Fig. 1: run 1, the metal 1 layer
Scale bar: 50 um. Supply wires on this layer in grey.
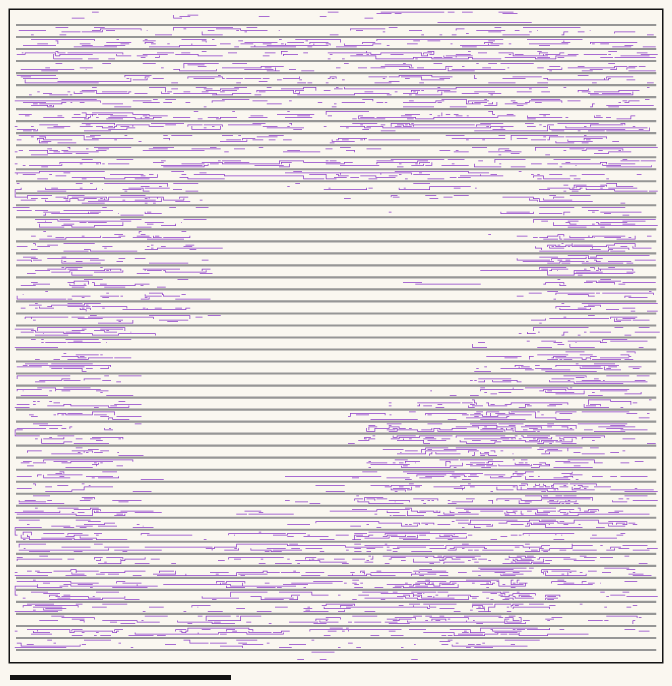
Fig. 2: run 1, met2 routing
Cells faint in the background.
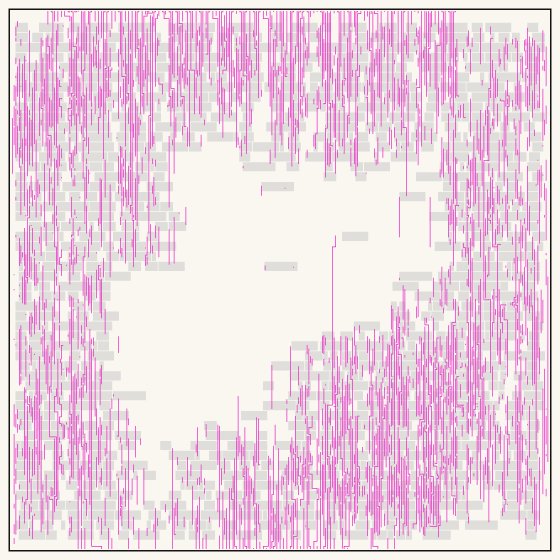
Fig. 3: run 1, met3 routing
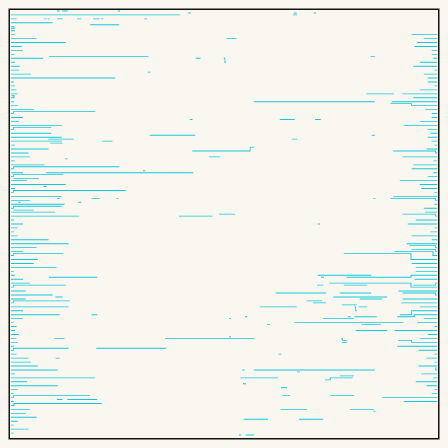
$ cat src/rtl/latch_id_ex.sv
// latch_id_ex: ID/EX pipeline register of the 5-stage MIPS core.
//
// Captures the decoder's WB/MEM/EX control buses and jump/shift flags,
// together with the register-file operands, the immediate, the register
// indices, shamt and PC+4. The values are held for one cycle for the
// execute stage, the forwarding unit and the hazard unit.
//
// Ports:
//   i_clk, i_rst        clock; synchronous active-low reset
//   i_enable            pipeline advance (0 = freeze all state)
//   i_bubble, i_flush   squash requests (load-use stall / branch-jump)
//   i_ctrl_*_bus        decoder control buses (WB, MEM, EX)
//   i_jump..i_shift     decoder flags
//   i_pc_plus4, i_rs_data, i_rt_data, i_imm   data operands
//   i_rs, i_rt, i_rd, i_shamt                 instruction fields
//   o_*                 registered copies of the above
//   o_valid             1 = EX slot holds a real instruction
//   o_bubble_cnt        saturating count of squashes since reset
module latch_id_ex #(
    parameter int NB_DATA    = 32,
    parameter int NB_REG     = 5,
    parameter int NB_CTRL_EX = 6,
    parameter int NB_CTRL_M  = 9,
    parameter int NB_CTRL_WB = 2
) (
    input  logic                  i_clk,
    input  logic                  i_rst,
    input  logic                  i_enable,
    input  logic                  i_bubble,
    input  logic                  i_flush,
    input  logic [NB_CTRL_WB-1:0] i_ctrl_wb_bus,
    input  logic [NB_CTRL_M-1:0]  i_ctrl_mem_bus,
    input  logic [NB_CTRL_EX-1:0] i_ctrl_exc_bus,
    input  logic                  i_jump,
    input  logic                  i_jal,
    input  logic                  i_jr,
    input  logic                  i_jalr,
    input  logic                  i_shift,
    input  logic [NB_DATA-1:0]    i_pc_plus4,
    input  logic [NB_DATA-1:0]    i_rs_data,
    input  logic [NB_DATA-1:0]    i_rt_data,
    input  logic [NB_DATA-1:0]    i_imm,
    input  logic [NB_REG-1:0]     i_rs,
    input  logic [NB_REG-1:0]     i_rt,
    input  logic [NB_REG-1:0]     i_rd,
    input  logic [NB_REG-1:0]     i_shamt,
    output logic [NB_CTRL_WB-1:0] o_ctrl_wb_bus,
    output logic [NB_CTRL_M-1:0]  o_ctrl_mem_bus,
    output logic [NB_CTRL_EX-1:0] o_ctrl_exc_bus,
    output logic                  o_jump,
    output logic                  o_jal,
    output logic                  o_jr,
    output logic                  o_jalr,
    output logic                  o_shift,
    output logic [NB_DATA-1:0]    o_pc_plus4,
    output logic [NB_DATA-1:0]    o_rs_data,
    output logic [NB_DATA-1:0]    o_rt_data,
    output logic [NB_DATA-1:0]    o_imm,
    output logic [NB_REG-1:0]     o_rs,
    output logic [NB_REG-1:0]     o_rt,
    output logic [NB_REG-1:0]     o_rd,
    output logic [NB_REG-1:0]     o_shamt,
    output logic                  o_valid,
    output logic [NB_DATA-1:0]    o_bubble_cnt
);

    logic [NB_CTRL_WB-1:0] wb_q,    wb_d;
    logic [NB_CTRL_M-1:0]  mem_q,   mem_d;
    logic [NB_CTRL_EX-1:0] exc_q,   exc_d;
    logic                  jump_q,  jump_d;
    logic                  jal_q,   jal_d;
    logic                  jr_q,    jr_d;
    logic                  jalr_q,  jalr_d;
    logic                  shift_q, shift_d;
    logic [NB_DATA-1:0]    pc_q,    pc_d;
    logic [NB_DATA-1:0]    rsd_q,   rsd_d;
    logic [NB_DATA-1:0]    rtd_q,   rtd_d;
    logic [NB_DATA-1:0]    imm_q,   imm_d;
    logic [NB_REG-1:0]     rs_q,    rs_d;
    logic [NB_REG-1:0]     rt_q,    rt_d;
    logic [NB_REG-1:0]     rd_q,    rd_d;
    logic [NB_REG-1:0]     shamt_q, shamt_d;
    logic                  valid_q, valid_d;
    logic [NB_DATA-1:0]    cnt_q,   cnt_d;
    logic                  squash;

    // Bubble and flush collapse into one squash event, so a cycle that
    // raises both still counts only once.
    assign squash = i_bubble | i_flush;

    always_comb begin
        wb_d    = wb_q;
        mem_d   = mem_q;
        exc_d   = exc_q;
        jump_d  = jump_q;
        jal_d   = jal_q;
        jr_d    = jr_q;
        jalr_d  = jalr_q;
        shift_d = shift_q;
        pc_d    = pc_q;
        rsd_d   = rsd_q;
        rtd_d   = rtd_q;
        imm_d   = imm_q;
        rs_d    = rs_q;
        rt_d    = rt_q;
        rd_d    = rd_q;
        shamt_d = shamt_q;
        valid_d = valid_q;
        cnt_d   = cnt_q;
        if (i_enable) begin
            // Data and fields load even on a squash: the NOP has
            // RegWrite=0, and forwarding compares stay deterministic.
            pc_d    = i_pc_plus4;
            rsd_d   = i_rs_data;
            rtd_d   = i_rt_data;
            imm_d   = i_imm;
            rs_d    = i_rs;
            rt_d    = i_rt;
            rd_d    = i_rd;
            shamt_d = i_shamt;
            if (squash) begin
                wb_d    = '0;
                mem_d   = '0;
                exc_d   = '0;
                jump_d  = 1'b0;
                jal_d   = 1'b0;
                jr_d    = 1'b0;
                jalr_d  = 1'b0;
                shift_d = 1'b0;
                valid_d = 1'b0;
                if (cnt_q != '1) begin
                    cnt_d = cnt_q + NB_DATA'(1);
                end
            end else begin
                wb_d    = i_ctrl_wb_bus;
                mem_d   = i_ctrl_mem_bus;
                exc_d   = i_ctrl_exc_bus;
                jump_d  = i_jump;
                jal_d   = i_jal;
                jr_d    = i_jr;
                jalr_d  = i_jalr;
                shift_d = i_shift;
                valid_d = 1'b1;
            end
        end
    end

    always_ff @(posedge i_clk) begin
        if (!i_rst) begin
            wb_q    <= '0;
            mem_q   <= '0;
            exc_q   <= '0;
            jump_q  <= 1'b0;
            jal_q   <= 1'b0;
            jr_q    <= 1'b0;
            jalr_q  <= 1'b0;
            shift_q <= 1'b0;
            pc_q    <= '0;
            rsd_q   <= '0;
            rtd_q   <= '0;
            imm_q   <= '0;
            rs_q    <= '0;
            rt_q    <= '0;
            rd_q    <= '0;
            shamt_q <= '0;
            valid_q <= 1'b0;
            cnt_q   <= '0;
        end else begin
            wb_q    <= wb_d;
            mem_q   <= mem_d;
            exc_q   <= exc_d;
            jump_q  <= jump_d;
            jal_q   <= jal_d;
            jr_q    <= jr_d;
            jalr_q  <= jalr_d;
            shift_q <= shift_d;
            pc_q    <= pc_d;
            rsd_q   <= rsd_d;
            rtd_q   <= rtd_d;
            imm_q   <= imm_d;
            rs_q    <= rs_d;
            rt_q    <= rt_d;
            rd_q    <= rd_d;
            shamt_q <= shamt_d;
            valid_q <= valid_d;
            cnt_q   <= cnt_d;
        end
    end

    assign o_ctrl_wb_bus  = wb_q;
    assign o_ctrl_mem_bus = mem_q;
    assign o_ctrl_exc_bus = exc_q;
    assign o_jump         = jump_q;
    assign o_jal          = jal_q;
    assign o_jr           = jr_q;
    assign o_jalr         = jalr_q;
    assign o_shift        = shift_q;
    assign o_pc_plus4     = pc_q;
    assign o_rs_data      = rsd_q;
    assign o_rt_data      = rtd_q;
    assign o_imm          = imm_q;
    assign o_rs           = rs_q;
    assign o_rt           = rt_q;
    assign o_rd           = rd_q;
    assign o_shamt        = shamt_q;
    assign o_valid        = valid_q;
    assign o_bubble_cnt   = cnt_q;

endmodule
$ cat config.mk
export PLATFORM = sky130hd
export DESIGN_NAME = latch_id_ex
export DESIGN_NICKNAME = d
export VERILOG_FILES = /design/src/rtl/latch_id_ex.sv
export SDC_FILE = /design/constraint.sdc
export NUM_CORES = 1
export LEC_CHECK = 0
export CAP_MARGIN = 5
export CORE_UTILIZATION = 36
export CTS_CLUSTER_DIAMETER = 80
export DETAILED_ROUTE_END_ITERATION = 7
export PLACE_DENSITY = 0.86
export SLEW_MARGIN = 5
export SYNTH_ARGS = -nofsm -noshare
export SYNTH_HDL_FRONTEND = slang
export SYNTH_SLANG_ARGS = --single-unit
$ cat constraint.sdc
create_clock -name i_clk -period 2 [get_ports i_clk]
set_clock_uncertainty 0.15 [all_clocks]
set_input_delay 0.6 -clock i_clk [delete_from_list [all_inputs] [get_ports i_clk]]
set_output_delay 0.6 -clock i_clk [all_outputs]
set_load 0.01 [all_outputs]
==> Slide: Implementation Results, run 1 <==
Physical Implementation Snapshot

Status
  • Status: finished, violations left
  • Violated checks: negative setup slack

Hold path
  • Type of the tightest min-delay check: reg2reg

Synth
  • Count of flip-flops with a built-in enable after synthesis: 0
  • Netlist Area Pre-Place: 7627 sq um
  • Async set-reset flop share out of synthesis: 0%
  • Most popular library cell in the synthesized design by count: sky130_fd_sc_hd__dfxtp_1
  • Number of library cell types mapped by synthesis: 42
  • Number of standard cells reported by yosys: 771

Critical path
  • Critical path's slowest cell: sky130_fd_sc_hd__or4_4
  • Critical Path, Cell by Cell: nand3_4 > or4_4 > o31ai_4 > buf_4 > or3_1 > a21oi_2
  • Worst Path Required: 2.25 ns
  • Capture point of the worst path: o_bubble_cnt[9]
  • Reg2Reg Launch Point: o_bubble_cnt[9]
  • Category of cells accounting for the largest share of critical-path delay: simple AND/OR/NAND/NOR gates
  • Startpoint type of the worst setup path: flip-flop

Die
  • Die boundary height: 147.6 um
  • Std cell rows: 52
  • Core Density at Floorplan: 37.22%
  • Chip Area: 21770 sq um

Cells and area
  • # clk buffers: 32
  • Logic gate fraction of the total cell area: 27.41%

Final timing
  • Hold Slack: 0.3363 ns
  • Final setup slack of the worst path: -0.1172 ns
  • Max Fclk: 472.3 MHz
  • Post-Route Setup TNS: -1.124 ns
  • Final-report setup violation count: 20
  • Min Clock Period, post-route: 2.117 ns

Clocking
  • Depth of the CTS H-tree: 1
  • CTS sink count: 203
  • Clock root buffer: sky130_fd_sc_hd__clkbuf_16

Global route
  • Number of antenna violations at the first check in global routing: 0
  • Global-route wire length before repair: 39870 um
  • Global-route met1 utilization: 23.08%

Run
  • Number of warnings in the stage logs: 29

Placed design
  • Count of buffers inserted at the top-level ports: 377
  • Placed Area: 12210 sq um

Power and ir drop
  • Combinational Power Share: 12.9%
  • Logic power comb: 0.00126 W

Routing
  • DR DRC count: 0
  • Avg WL per Cell: 17.63 um
Notes on Fig. 1 above:
longest straight run = 28.5 um
share of all routed wire = 35%
main direction = horizontal

Notes on Fig. 2 above:
main direction = vertical
nets with wire on the layer = 1250
wire length on this layer = 13200 um
longest straight run = 53.9 um
share of all routed wire = 50%

Notes on Fig. 3 above:
share of all routed wire = 9.0%
nets with wire on the layer = 252
wire length on this layer = 2380 um

==> inputs of run 2 (changes only) <==
CTS_CLUSTER_SIZE = 24   (was unset)
RECOVER_POWER = 100   (was unset)
TNS_END_PERCENT = 20   (was unset)
Fig. 4: run 2, met3 routing
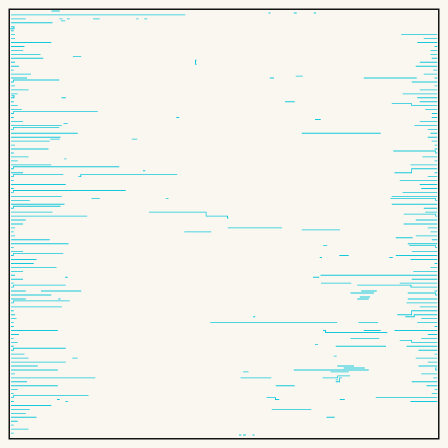
main direction = horizontal
share of all routed wire = 8.4%
wire length on this layer = 2080 um

Fig. 5: run 2, the metal 1 layer
Scale bar: 50 um. Supply wires on this layer in grey.
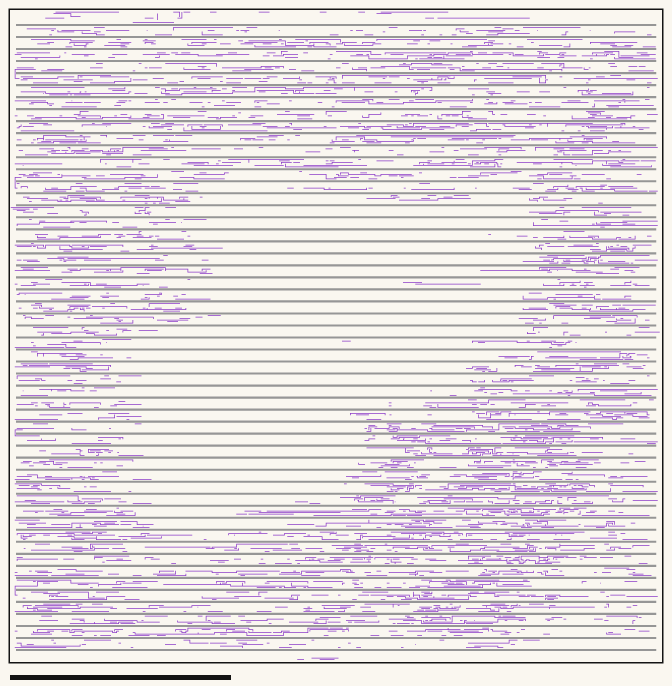
main direction = horizontal
nets with wire on the layer = 1239
share of all routed wire = 36%
longest straight run = 46.0 um
wire length on this layer = 9060 um

==> Slide: Implementation Results, run 2 <==
Physical Implementation Snapshot

Power and ir drop
  • Combinational Power Share: 15.2% (+2.3 points)
  • Largest vdd supply drop: 0.6478 mV
  • Overall power consumption: 0.008241 W
  • Leading power group: registers
  • Logic power comb: 0.00125 W (about the same)
  • Flop+latch power: 0.00432 W
  • Sw Ratio: 24.83%
  • Cell Pwr Density: 663.7 nW/um^2

Run
  • Number of warnings in the stage logs: 29 (unchanged)

Status
  • Violated checks: negative setup slack
  • Status: finished, violations left

Cells and area
  • Most frequent cells in the layout: sky130_fd_sc_hd__dfxtp_1, sky130_fd_sc_hd__nor2_1, sky130_fd_sc_hd__dlygate4sd2_1
  • Clock buffer and inverter area fraction after layout: 3.073%
  • Fraction of final layout cells with drive strength greater than 1: 11.12%
  • Combinational cell area excluding buffers and inverters: 3457 sq um
  • Non-clock buffer area fraction after layout: 33.33%
  • Most frequent logic cell in the layout: sky130_fd_sc_hd__dfxtp_1
  • FF/Latch Area: 4093 sq um
  • Post-route insts no fill: 1466
  • Largest cell class by area: non-clock buffers
  • # clk buffers: 14 (-56%)
  • Logic gate fraction of the total cell area: 27.84% (+0.43 points)
  • Multi-Input Combinational: 522

Die
  • Std cell rows: 52 (unchanged)
  • Chip Area: 21770 sq um (unchanged)
  • Die boundary height: 147.6 um (unchanged)
  • Core Density at Floorplan: 37.22% (unchanged)

Final timing
  • Min Clock Period, post-route: 2.086 ns (-0.03092 ns)
  • RSZ-0062 raised after global routing: true
  • Hold Slack: 0.3414 ns (+0.005181 ns)
  • Max Fclk: 479.3 MHz (+1.5%)
  • Final setup slack of the worst path: -0.08629 ns (+0.03092 ns)
  • Final-report setup violation count: 16 (-20%)
  • Worst-margin pin slew: 0.4811 ns
  • Post-Route Setup TNS: -0.5634 ns (+0.5602 ns)
  • Worst relative slew slack: 67.93%
  • Final worst path period share: 104.3%

Clocking
  • Clock root buffer: sky130_fd_sc_hd__clkbuf_16
  • CTS resizes: 226
  • Clock-pin slew of the registers on the worst-case setup and hold paths: 0.10 ns
  • Depth of the CTS H-tree: 1 (unchanged)
  • CTS sink count: 203 (unchanged)
  • TritonCTS clock tree: done
  • Maximum number of buffers from clock root to sink: 3

Global route
  • Global-route wire length before repair: 37890 um (-5.0%)
  • GR Util met3: 5.864%
  • Number of antenna violations at the first check in global routing: 0 (unchanged)
  • Global-route met1 utilization: 22.92% (-0.15 points)

Synth
  • Syn nets: 947
  • Number of library cell types mapped by synthesis: 42 (unchanged)
  • Count of flip-flops with a built-in enable after synthesis: 0 (unchanged)
  • Netlist Area Pre-Place: 7627 sq um (unchanged)
  • Mean area per synthesized cell: 9.893 sq um
  • Number of standard cells reported by yosys: 771 (unchanged)
  • Top cells by instance count after synthesis: sky130_fd_sc_hd__dfxtp_1, sky130_fd_sc_hd__nor2_1, sky130_fd_sc_hd__mux2i_1
  • Async set-reset flop share out of synthesis: 0% (unchanged)
  • Most popular library cell in the synthesized design by count: sky130_fd_sc_hd__dfxtp_1
  • Post-Synthesis Cells: 771

Routing
  • Avg WL per Cell: 16.98 um (-3.7%)
  • Wire length reported by the detailed router: 24890 um
  • DR DRC count: 0 (unchanged)

Placed design
  • Placed Area: 12210 sq um (unchanged)
  • Count of buffers inserted at the top-level ports: 377 (unchanged)

Critical path
  • Data arrival time at the worst-slack endpoint: 2.31 ns
  • Startpoint type of the worst setup path: flip-flop
  • Critical path's slowest cell: sky130_fd_sc_hd__or4_4
  • Total buffers and inverters traversed by the critical path: 1
  • Reg2Reg Launch Point: o_bubble_cnt[9]
  • Worst Path Required: 2.22 ns (-0.03 ns)
  • Path depth of the worst reg2reg path: 6
  • Category of cells accounting for the largest share of critical-path delay: simple AND/OR/NAND/NOR gates
  • Capture point of the worst path: o_bubble_cnt[30]
  • Critical Path, Cell by Cell: nand3_4 > or4_4 > buf_4 > nand3b_1 > o31a_1 > o21a_1
  • Kind of end point of the critical path: flip-flop

Hold path
  • Hold-critical path endpoint: o_bubble_cnt[6]
  • Hold path cells: 2
  • Type of the tightest min-delay check: reg2reg
  • Startpoint of the lowest-slack hold path: o_bubble_cnt[6]
Power figures rest on the tool's default switching activity, not on a simulated workload.
